[config.mk]
export PLATFORM = sky130hd
export DESIGN_NAME = thv_log_to_fp
export DESIGN_NICKNAME = d
export VERILOG_FILES = /design/src/rtl/thv_pkg.sv /design/src/rtl/thv_rne_round.sv /design/src/rtl/thv_log_to_fp.sv
export SDC_FILE = /design/constraint.sdc
export NUM_CORES = 1
export LEC_CHECK = 0
export ABC_CLOCK_PERIOD_IN_PS = 3150
export CAP_MARGIN = 0
export CELL_PAD_IN_SITES_DETAIL_PLACEMENT = 0
export CELL_PAD_IN_SITES_GLOBAL_PLACEMENT = 1
export CORE_ASPECT_RATIO = 2
export CORE_UTILIZATION = 40
export CTS_BUF_LIST = sky130_fd_sc_hd__clkbuf_4 sky130_fd_sc_hd__clkbuf_8 sky130_fd_sc_hd__clkbuf_16
export DETAILED_ROUTE_END_ITERATION = 6
export PLACE_DENSITY_LB_ADDON = 0.1
export SYNTH_ARGS = -nofsm -noshare
export SYNTH_HDL_FRONTEND = slang
export SYNTH_HIERARCHICAL = 1
export SYNTH_SLANG_ARGS = --single-unit
[constraint.sdc]
create_clock -name clk -period 3.15 [get_ports clk]
set_input_delay 0.945 -clock clk [delete_from_list [all_inputs] [get_ports clk]]
set_output_delay 0.945 -clock clk [all_outputs]
set_load 0.03 [all_outputs]
[src/rtl/thv_pkg.sv]
// Shared constants and state encoding for the log2-to-float output stage.
package thv_pkg;

    localparam int LOG_W     = 33;
    localparam int FRAC_W    = 25;
    localparam int FP_BIAS   = 127;
    localparam int FP_MANT_W = 23;

    typedef enum logic [1:0] {
        S_IDLE,
        S_NORM,
        S_ROUND,
        S_DONE
    } thv_l2f_state_t;

endpackage

[src/rtl/thv_rne_round.sv]
// Combinational round-to-nearest-even on a 23-bit mantissa with exponent carry.
module thv_rne_round
    import thv_pkg::*;
(
    input  logic [FP_MANT_W-1:0] mant,
    input  logic                 guard,
    input  logic                 sticky,
    input  logic [7:0]           exponent,
    output logic [FP_MANT_W-1:0] mant_rnd,
    output logic [7:0]           exponent_rnd,
    output logic                 inexact
);

    logic                 round_up;
    logic [FP_MANT_W:0]   mant_inc;

    // A carry out of the mantissa leaves it all-zero and bumps the exponent.
    always_comb begin
        round_up     = guard & (sticky | mant[0]);
        mant_inc     = {1'b0, mant} + {{FP_MANT_W{1'b0}}, round_up};
        mant_rnd     = mant_inc[FP_MANT_W-1:0];
        exponent_rnd = exponent + {7'd0, mant_inc[FP_MANT_W]};
        inexact      = guard | sticky;
    end

endmodule

[src/rtl/thv_log_to_fp.sv]
// Converts the CORDIC core's sign-magnitude fixed-point log2 result to IEEE-754
// single precision using a one-bit-per-cycle normaliser and RNE rounding.
module thv_log_to_fp
    import thv_pkg::*;
(
    input  logic             clk,
    input  logic             reset,
    input  logic [LOG_W-1:0] in_log,
    input  logic             in_valid,
    output logic             in_ready,
    output logic [31:0]      out_fp,
    output logic             out_inexact,
    output logic             out_valid,
    input  logic             out_ready
);

    // Exponent when the leading one already sits at bit 31 (k = 0).
    localparam logic [7:0] EXP_TOP = 8'(FP_BIAS + 31 - FRAC_W);

    thv_l2f_state_t       state;
    thv_l2f_state_t       next_state;
    logic [31:0]          mag;
    logic [4:0]           k;
    logic                 sign;
    logic                 zero;
    logic [7:0]           exponent;
    logic [FP_MANT_W-1:0] mant_rnd;
    logic [7:0]           exponent_rnd;
    logic                 inexact;

    assign in_ready  = (state == S_IDLE);
    assign out_valid = (state == S_DONE);
    assign exponent  = EXP_TOP - {3'd0, k};

    thv_rne_round u_round (
        .mant         (mag[30:8]),
        .guard        (mag[7]),
        .sticky       (|mag[6:0]),
        .exponent     (exponent),
        .mant_rnd     (mant_rnd),
        .exponent_rnd (exponent_rnd),
        .inexact      (inexact)
    );

    always_ff @(posedge clk or negedge reset) begin
        if (!reset) state <= S_IDLE;
        else        state <= next_state;
    end

    always_comb begin
        next_state = state;
        case (state)
            S_IDLE:  if (in_valid) next_state = (in_log[31:0] == 32'd0) ? S_ROUND : S_NORM;
            S_NORM:  if (mag[31]) next_state = S_ROUND;
            S_ROUND: next_state = S_DONE;
            S_DONE:  if (out_ready) next_state = S_IDLE;
            default: next_state = S_IDLE;
        endcase
    end

    // Results are written only in ROUND, so they stay frozen through DONE.
    always_ff @(posedge clk or negedge reset) begin
        if (!reset) begin
            mag         <= 32'd0;
            k           <= 5'd0;
            sign        <= 1'b0;
            zero        <= 1'b0;
            out_fp      <= 32'd0;
            out_inexact <= 1'b0;
        end else begin
            case (state)
                S_IDLE: begin
                    if (in_valid) begin
                        sign <= in_log[32];
                        mag  <= in_log[31:0];
                        k    <= 5'd0;
                        zero <= (in_log[31:0] == 32'd0);
                    end
                end
                S_NORM: begin
                    if (!mag[31]) begin
                        mag <= {mag[30:0], 1'b0};
                        k   <= k + 5'd1;
                    end
                end
                S_ROUND: begin
                    if (zero) begin
                        out_fp      <= 32'd0;
                        out_inexact <= 1'b0;
                    end else begin
                        out_fp      <= {sign, exponent_rnd, mant_rnd};
                        out_inexact <= inexact;
                    end
                end
                default: ;
            endcase
        end
    end

endmodule
Fig. 1: run 1, metal 2
Bar = 20 um.
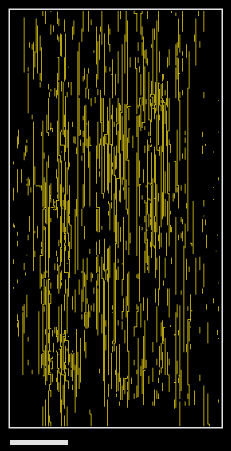
wire length on this layer = 5190 um
nets with wire on the layer = 436
share of all routed wire = 53%
grt met2 use: 0.362
Detailed Route WL: 9.78 mm
Vias: 3234

Fig. 2: run 1, where the registers sit
Bar = 20 um. Other sequential cells in the stronger grey, the rest of the logic in the fainter grey.
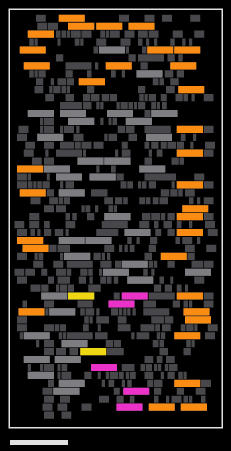
k -> magenta  # flops 5, where bottom centre
state -> yellow  # flops 2
out_fp -> orange  # flops 32, where all over the die
Seq area share: 0.363
sequential power: 0.951 mW
Finished Core Util: 0.527

Fig. 3: run 1, routing congestion map
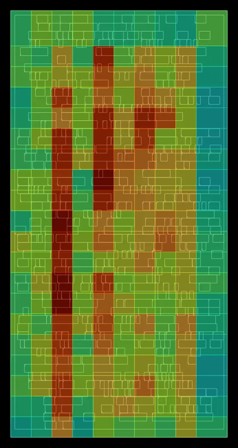
GRT busiest layer: met2
GR Layer Usage met3: 0.0339
GR Util met1: 0.243
GRT Total Usage: 0.206

==> flow_metrics.py, run 1 <==
# Metrics from the implementation run
metrics = {
    "status": {
        "status": "finished clean",
    },
    "cells_and_area": {
        "buffer_area_frac": 0.147,
        "area_growth_pct": 28.6,
        "buffers": 77,
        "clk_share": 0.0608,
        "fillers": 968,
        "final_cells": 619,
        "logic_gates": 258,
        "clock_buffers": 14,
        "logic_area_um2": 1800,
        "n_all_inverters": 62,
        "ff_latch_area_um2": 1850,
        "comb_area_share": 0.352,
        "largestClassByArea": "flip-flops and latches",
        "final_nets": 530,
        "final_cell_area_um2": 5110,
        "antenna_cells": 0,
        "layout_top_cell": "dfrtp_1",
    },
    "timing": {
        "tightest_slew_ns": 1.08,
        "timing.final.setup_violations": 0,
        "fin_ws_ns": 0.205,
        "timing.final.crit_share": 0.935,
        "max_freq_mhz": 340,
        "fin_hold_ws_ns": 0.509,
        "rsz0062_at_grt": "false",
        "finClkSkew_ns": 0.00614,
        "final_max_slew_viol_count": 0,
        "finalSetupTns_ns": 0,
    },
    "synth": {
        "ys_chip_area_um2": 3970,
        "yosys.area.top_type": "dfrtp_1",
        "flop_cell": "dfrtp_1",
        "fp_nets": 463,
        "synth_area_um2": 3970,
        "synth-async-reset-ratio": 1.00,
        "top_area_frac": 0.466,
        "ys_cells": 415,
        "synth_cell_type_count": 44,
        "top_cell": "dfrtp_1",
        "synth_warnings": 6,
        "top_cells_by_area": "dfrtp_1, nand3b_1, o21ai_0",
        "synth_flops": 74,
        "edf_count": 0,
        "synthAoiAreaFrac": 0.158,
        "fa_ha_area_frac": 0.0347,
        "ys_sh_xor": 0.0662,
    },
    "detailed_routing": {
        "routed.top_layer": "met4",
        "met2_length_mm": 5.19,
        "first_pass_iters": 7,
        "viasPerCell": 5.22,
        "drc": 0,
        "wl_per_cell_um": 15.8,
        "wl_met1_mm": 4.07,
        "dr.first_iter.drc_count": 288,
    },
    "clocking": {
        "htreeDepth": 3,
        "post-cts-setup-buffer-count": 0,
        "clockBufferDepth": 2,
        "cts_hold_buf": 0,
        "tritoncts": "yes",
        "root_buffer": "clkbuf_16",
        "clock_sinks": 74,
        "clkTransAtPathRegs_ns": 0.05,
        "cts_buffers": 9,
        "worstSkewPairLatency_ns": 0.34,
    },
    "floorplanning": {
        "core_um2": 9700,
        "initCoreUtil": 0.409,
        "rows": 51,
        "dieWidth_um": 72.5,
        "die_area_um2": 10400,
        "die_h_um": 143,
        "ios": 72,
    },
    "pwr": {
        "irDropWorstVdd_mv": 0.258,
        "power.share.switching": 0.198,
        "pg_comb_mw": 0.0782,
        "cell_internal_pwr_mw": 1.67,
        "power.density_nw_per_um2": 409,
        "cellLeakagePower_nw": 2.31,
        "finalPower_mw": 2.09,
        "pwr-share-comb": 0.037,
        "maxPowerGroup": "clock",
        "power.switching_mw": 0.414,
        "seq_power_share": 0.455,
    },
    "worst_setup_path": {
        "cp-end-kind": "register",
        "cp.buffers_inverters": 0,
        "r2r_slack_ns": 0.21,
        "start_kind": "register",
        "crit_chain": "nor3_1 -> nand2_1 -> o21a_1 -> ha_1 -> nand3_1 -> nor4_4 -> and4_2 -> ha_1 -> and3_1 -> nand3_1 -> or2_2 -> xnor2_1 -> nand3b_1 -> o21ai_0",
        "crit_fanout": 5,
        "r2r_cells": 14,
        "critical-path-max-stage-delay_ns": 0.41,
        "worstSetupEndpoint": "out_fp[30]",
        "worst-path-stages": 14,
        "critPathSlowestCell": "nor4_4",
        "crit_type": "register to register",
        "r2r-start": "mag[6]",
        "crit_family": "simple AND/OR/NAND/NOR gates",
        "r2r-end": "out_fp[30]",
    },
    "grt": {
        "grt_remaining_overflow": 0,
        "antenna_found_initial": 0,
        "grt_start_max_net_pins": 57,
        "grt_pass1_vias": 3193,
    },
    "place": {
        "postPlaceCellArea_um2": 4800,
        "io_buffers": 71,
        "detailed_place_hpwl_mm": 7.02,
        "dp.cells": 603,
    },
    "hold_path": {
        "worstHoldEndpoint": "sign",
        "hold_depth": 1,
        "hp-start": "sign",
    },
    "flow_run": {
        "cap_violations": 0,
    },
}
==> inputs of run 2 (changes only) <==
- GPL_ROUTABILITY_DRIVEN: default -> 0
Fig. 4: run 2, metal 2
Bar = 20 um.
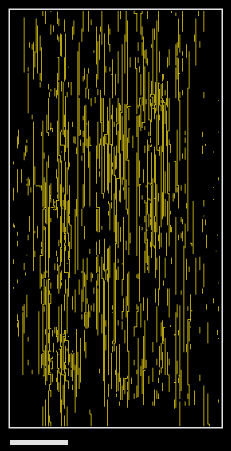
nets with wire on the layer = 436
share of all routed wire = 53%
longest straight run = 74.8 um
wire length on this layer = 5190 um

==> flow_metrics.py, run 2 <==
# Metrics from the implementation run
metrics = {
    "synth": {
        "synth_flops": 74,
        "synthAoiAreaFrac": 0.158,
        "ys_cells": 415,
        "ys_chip_area_um2": 3970,
        "edf_count": 0,
        "synth_area_um2": 3970,
        "top_logic_kind": "simple AND/OR/NAND/NOR gates",
        "synth-async-reset-ratio": 1.00,
        "flop_cell": "dfrtp_1",
        "top_area_frac": 0.466,
        "fa_ha_area_frac": 0.0347,
        "yosys.area.top_type": "dfrtp_1",
        "top_cell": "dfrtp_1",
        "top_cells_by_area": "dfrtp_1, nand3b_1, o21ai_0",
        "synth_cell_type_count": 44,
        "synth_warnings": 6,
        "fp_nets": 463,
        "postSynthSeqShare": 0.466,
        "ys_sh_xor": 0.0662,
    },
    "grt": {
        "grt-busiest-layer": "met2",
        "grt_pass1_wl_mm": 16.0,
        "use_met1": 0.243,
        "grt_use_met3": 0.0339,
        "grt_use_total": 0.206,
        "grt_start_max_net_pins": 57,
        "grt_pass1_vias": 3193,
        "grtUsageMet2": 0.362,
        "grt_remaining_overflow": 0,
        "antenna_found_initial": 0,
    },
    "timing": {
        "fin_hold_ws_ns": 0.509,
        "timing.final.crit_share": 0.935,
        "worst_slew_margin_rel": 0.278,
        "finClkSkew_ns": 0.00614,
        "tightest_slew_ns": 1.08,
        "min_period_ns": 2.94,
        "rsz0062_at_grt": "false",
        "timing.final.setup_violations": 0,
        "finalSetupTns_ns": 0,
        "max_freq_mhz": 340,
        "final_max_slew_viol_count": 0,
        "hold_violations": 0,
        "fin_ws_ns": 0.205,
    },
    "cells_and_area": {
        "buffer_area_frac": 0.147,
        "clock_buffers": 14,
        "antenna_cells": 0,
        "n_all_inverters": 62,
        "ff_latch_area_um2": 1850,
        "largestClassByArea": "flip-flops and latches",
        "final_cells": 619,
        "clk_share": 0.0608,
        "final_cell_area_um2": 5110,
        "final_util": 0.527,
        "area_growth_pct": 28.6,
        "final_nets": 530,
        "reg_top3": "mag (32), out_fp (32), k (5)",
        "logic_area_um2": 1800,
        "fillers": 968,
        "comb_area_share": 0.352,
        "seq-cell-share": 0.363,
        "logic_gates": 258,
        "buffers": 77,
        "layout_top_cell": "dfrtp_1",
        "drive_gt1_frac": 0.0719,
    },
    "clocking": {
        "tritoncts": "yes",
        "ctsResizeCount": 0,
        "root_buffer": "clkbuf_16",
        "post-cts-setup-buffer-count": 0,
        "htreeDepth": 3,
        "clockBufferDepth": 2,
        "cts_hold_buf": 0,
        "clock_sinks": 74,
        "cts_buffers": 9,
        "worstSkewPairLatency_ns": 0.34,
        "clkTransAtPathRegs_ns": 0.05,
    },
    "pwr": {
        "cellLeakagePower_nw": 2.31,
        "cell_internal_pwr_mw": 1.67,
        "seq_power_share": 0.455,
        "maxPowerGroup": "clock",
        "irDropWorstVdd_mv": 0.258,
        "pg_comb_mw": 0.0782,
        "p_seq_mw": 0.951,
        "pwr-share-comb": 0.037,
        "finalPower_mw": 2.09,
        "power.switching_mw": 0.414,
        "power.density_nw_per_um2": 409,
        "power.share.switching": 0.198,
    },
    "detailed_routing": {
        "wl_met1_mm": 4.07,
        "vias": 3234,
        "drc": 0,
        "viasPerCell": 5.22,
        "first_pass_iters": 7,
        "wl_mm": 9.78,
        "dr_wl_met3_um": 345,
        "met2_length_mm": 5.19,
        "routed.top_layer": "met4",
        "dr.first_iter.drc_count": 288,
    },
    "worst_setup_path": {
        "r2r-end": "out_fp[30]",
        "arrival_ns": 3.14,
        "crit_fanout": 5,
        "critical-path-max-stage-delay_ns": 0.41,
        "cp-end-kind": "register",
        "critPathSlowestCell": "nor4_4",
        "worstPathRequired_ns": 3.35,
        "worstSetupEndpoint": "out_fp[30]",
        "crit_family": "simple AND/OR/NAND/NOR gates",
        "r2r_slack_ns": 0.21,
        "r2r_cells": 14,
        "crit_chain": "nor3_1 -> nand2_1 -> o21a_1 -> ha_1 -> nand3_1 -> nor4_4 -> and4_2 -> ha_1 -> and3_1 -> nand3_1 -> or2_2 -> xnor2_1 -> nand3b_1 -> o21ai_0",
        "cp.buffers_inverters": 0,
        "start_kind": "register",
        "worst-path-stages": 14,
        "r2r-start": "mag[6]",
        "crit_type": "register to register",
    },
    "status": {
        "status": "finished clean",
    },
    "place": {
        "detailed_place_hpwl_mm": 7.02,
        "postPlaceCellArea_um2": 4800,
        "dp.cells": 603,
        "io_buffers": 71,
    },
    "floorplanning": {
        "die_h_um": 143,
        "initCoreUtil": 0.409,
        "die_area_um2": 10400,
        "rows": 51,
        "dieWidth_um": 72.5,
        "core_um2": 9700,
        "ios": 72,
    },
    "flow_run": {
        "tool_warnings": 30,
        "cap_violations": 0,
    },
    "hold_path": {
        "worstHoldEndpoint": "sign",
        "hp-start": "sign",
        "hold_depth": 1,
    },
}
Fig. 5: run 2, routing congestion map
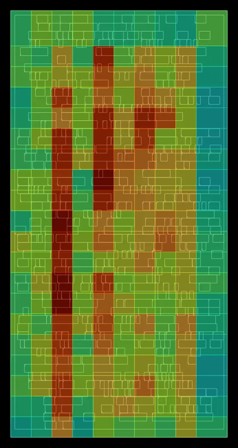
wire per inst: 15.8 um

Fig. 6: run 2, signal wires on met3
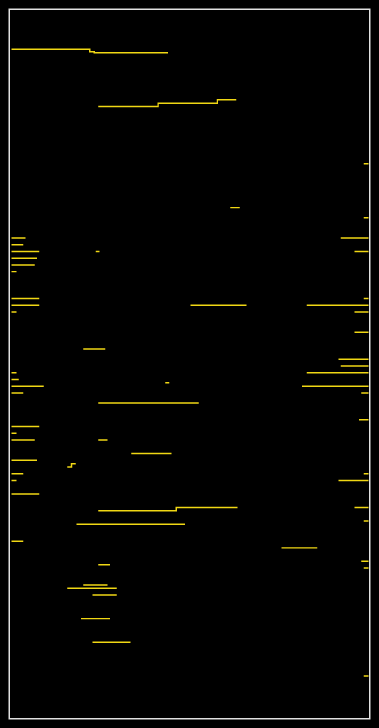

==> inputs of run 3 (changes only) <==
- ABC_CLOCK_PERIOD_IN_PS: 3150 -> 2500
- CORE_UTILIZATION: 40 -> 36
- clock period: 3.15 -> 2.5 ns (I/O delays scaled with it)
Fig. 7: run 3, signal wires on met3
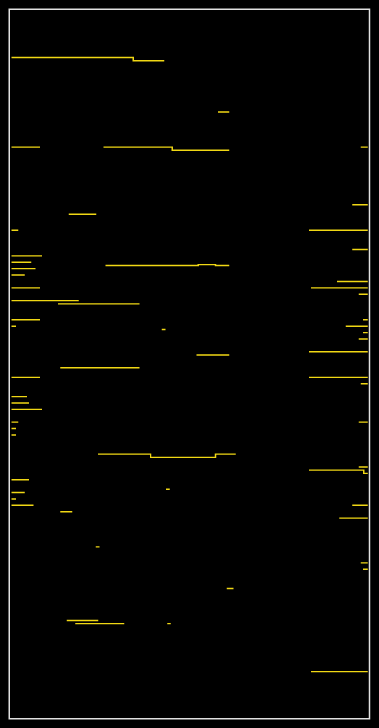
share of all routed wire = 3.7%
main direction = horizontal
wire length on this layer = 378 um
Detailed Route WL: 10.3 mm
Vias: 3377
GR Layer Usage met3: 0.0364

==> flow_metrics.py, run 3 <==
# Metrics from the implementation run
metrics = {
    "cells_and_area": {
        "final_util": 0.507,
        "reg_top3": "mag (32), out_fp (32), k (5)",
        "largestClassByArea": "flip-flops and latches",
        "area_growth_pct": 35.4,
        "comb_area_share": 0.344,
        "final_cells": 650,
        "logic_gates": 258,
        "buffer_area_frac": 0.186,
        "ff_latch_area_um2": 1850,
        "fillers": 1025,
        "final_nets": 558,
        "clk_share": 0.0500,
        "layout_top_cell": "dfrtp_1",
        "seq-cell-share": 0.344,
        "antenna_cells": 0,
        "buffers": 105,
        "drive_gt1_frac": 0.131,
        "logic_area_um2": 1850,
    },
    "clocking": {
        "cts_hold_buf": 0,
        "cts_buffers": 9,
        "tritoncts": "yes",
        "ctsResizeCount": 7,
        "root_buffer": "clkbuf_16",
        "clockBufferDepth": 2,
        "post-cts-setup-buffer-count": 1,
        "clkTransAtPathRegs_ns": 0.05,
        "worstSkewPairLatency_ns": 0.34,
        "clock_sinks": 74,
        "htreeDepth": 3,
    },
    "detailed_routing": {
        "wl_per_cell_um": 15.8,
        "met2_length_mm": 5.57,
        "wl_met1_mm": 4.15,
        "dr_wl_met3_um": 377,
        "dr.first_iter.drc_count": 188,
        "routed.top_layer": "met4",
        "first_pass_iters": 4,
        "drc": 0,
        "viasPerCell": 5.20,
    },
    "synth": {
        "flop_cell": "dfrtp_1",
        "synth_flops": 74,
        "synth_area_um2": 3970,
        "fp_nets": 463,
        "synthAoiAreaFrac": 0.158,
        "top_logic_kind": "simple AND/OR/NAND/NOR gates",
        "top_cells_by_area": "dfrtp_1, nand3b_1, o21ai_0",
        "yosys.area.top_type": "dfrtp_1",
        "ys_cells": 415,
        "edf_count": 0,
        "fa_ha_area_frac": 0.0347,
        "top_area_frac": 0.466,
        "ys_sh_xor": 0.0662,
    },
    "timing": {
        "fin_hold_ws_ns": 0.356,
        "max_freq_mhz": 414,
        "timing.final.setup_violations": 0,
        "min_period_ns": 2.42,
        "finalSetupTns_ns": 0,
        "finClkSkew_ns": 0.00347,
        "rsz0062_at_grt": "true",
        "timing.final.crit_share": 0.967,
        "final_max_slew_viol_count": 0,
        "worst_slew_margin_rel": 0.531,
    },
    "pwr": {
        "maxPowerGroup": "clock",
        "p_seq_mw": 1.20,
        "pg_comb_mw": 0.101,
        "cell_internal_pwr_mw": 1.99,
        "seq_power_share": 0.478,
        "irDropWorstVdd_mv": 0.364,
        "pwr-share-comb": 0.040,
        "power.share.switching": 0.208,
        "power.switching_mw": 0.520,
        "finalPower_mw": 2.51,
        "cellLeakagePower_nw": 2.45,
    },
    "floorplanning": {
        "core_um2": 10600,
        "rows": 53,
        "initCoreUtil": 0.374,
        "die_area_um2": 11500,
        "die_h_um": 151,
        "dieWidth_um": 76.3,
    },
    "place": {
        "postPlaceCellArea_um2": 5020,
        "io_buffers": 71,
        "dp.cells": 631,
    },
    "worst_setup_path": {
        "worst-path-stages": 13,
        "r2r_cells": 13,
        "r2r-start": "mag[3]",
        "r2r_slack_ns": 0.08,
        "cp.buffers_inverters": 2,
        "worstSetupEndpoint": "out_fp[22]",
        "r2r-end": "out_fp[22]",
        "crit_family": "simple AND/OR/NAND/NOR gates",
        "start_kind": "register",
        "cp-end-kind": "register",
        "crit_fanout": 4,
        "critPathSlowestCell": "dfrtp_1",
        "crit_type": "register to register",
        "arrival_ns": 2.67,
        "crit_chain": "nor4_2 -> nand2_1 -> o21a_1 -> ha_4 -> buf_4 -> ha_2 -> nand4_1 -> nor3_4 -> buf_4 -> nand3_1 -> xnor2_1 -> nand3b_1 -> o21ai_0",
    },
    "grt": {
        "grt_pass1_vias": 3375,
        "grt_use_total": 0.191,
        "antenna_found_initial": 0,
        "grt_remaining_overflow": 0,
        "grt-busiest-layer": "met2",
        "use_met1": 0.209,
        "grt_start_max_net_pins": 43,
    },
    "flow_run": {
        "tool_warnings": 31,
    },
    "status": {
        "status": "finished clean",
    },
}
Fig. 8: run 3, metal 2
Bar = 20 um.
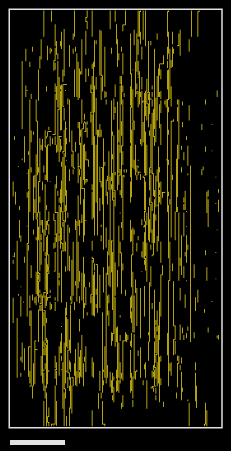
longest straight run = 63.6 um
nets with wire on the layer = 478
share of all routed wire = 54%
wire length on this layer = 5570 um
grt met2 use: 0.353

Power is estimated from default activity; no workload was simulated.
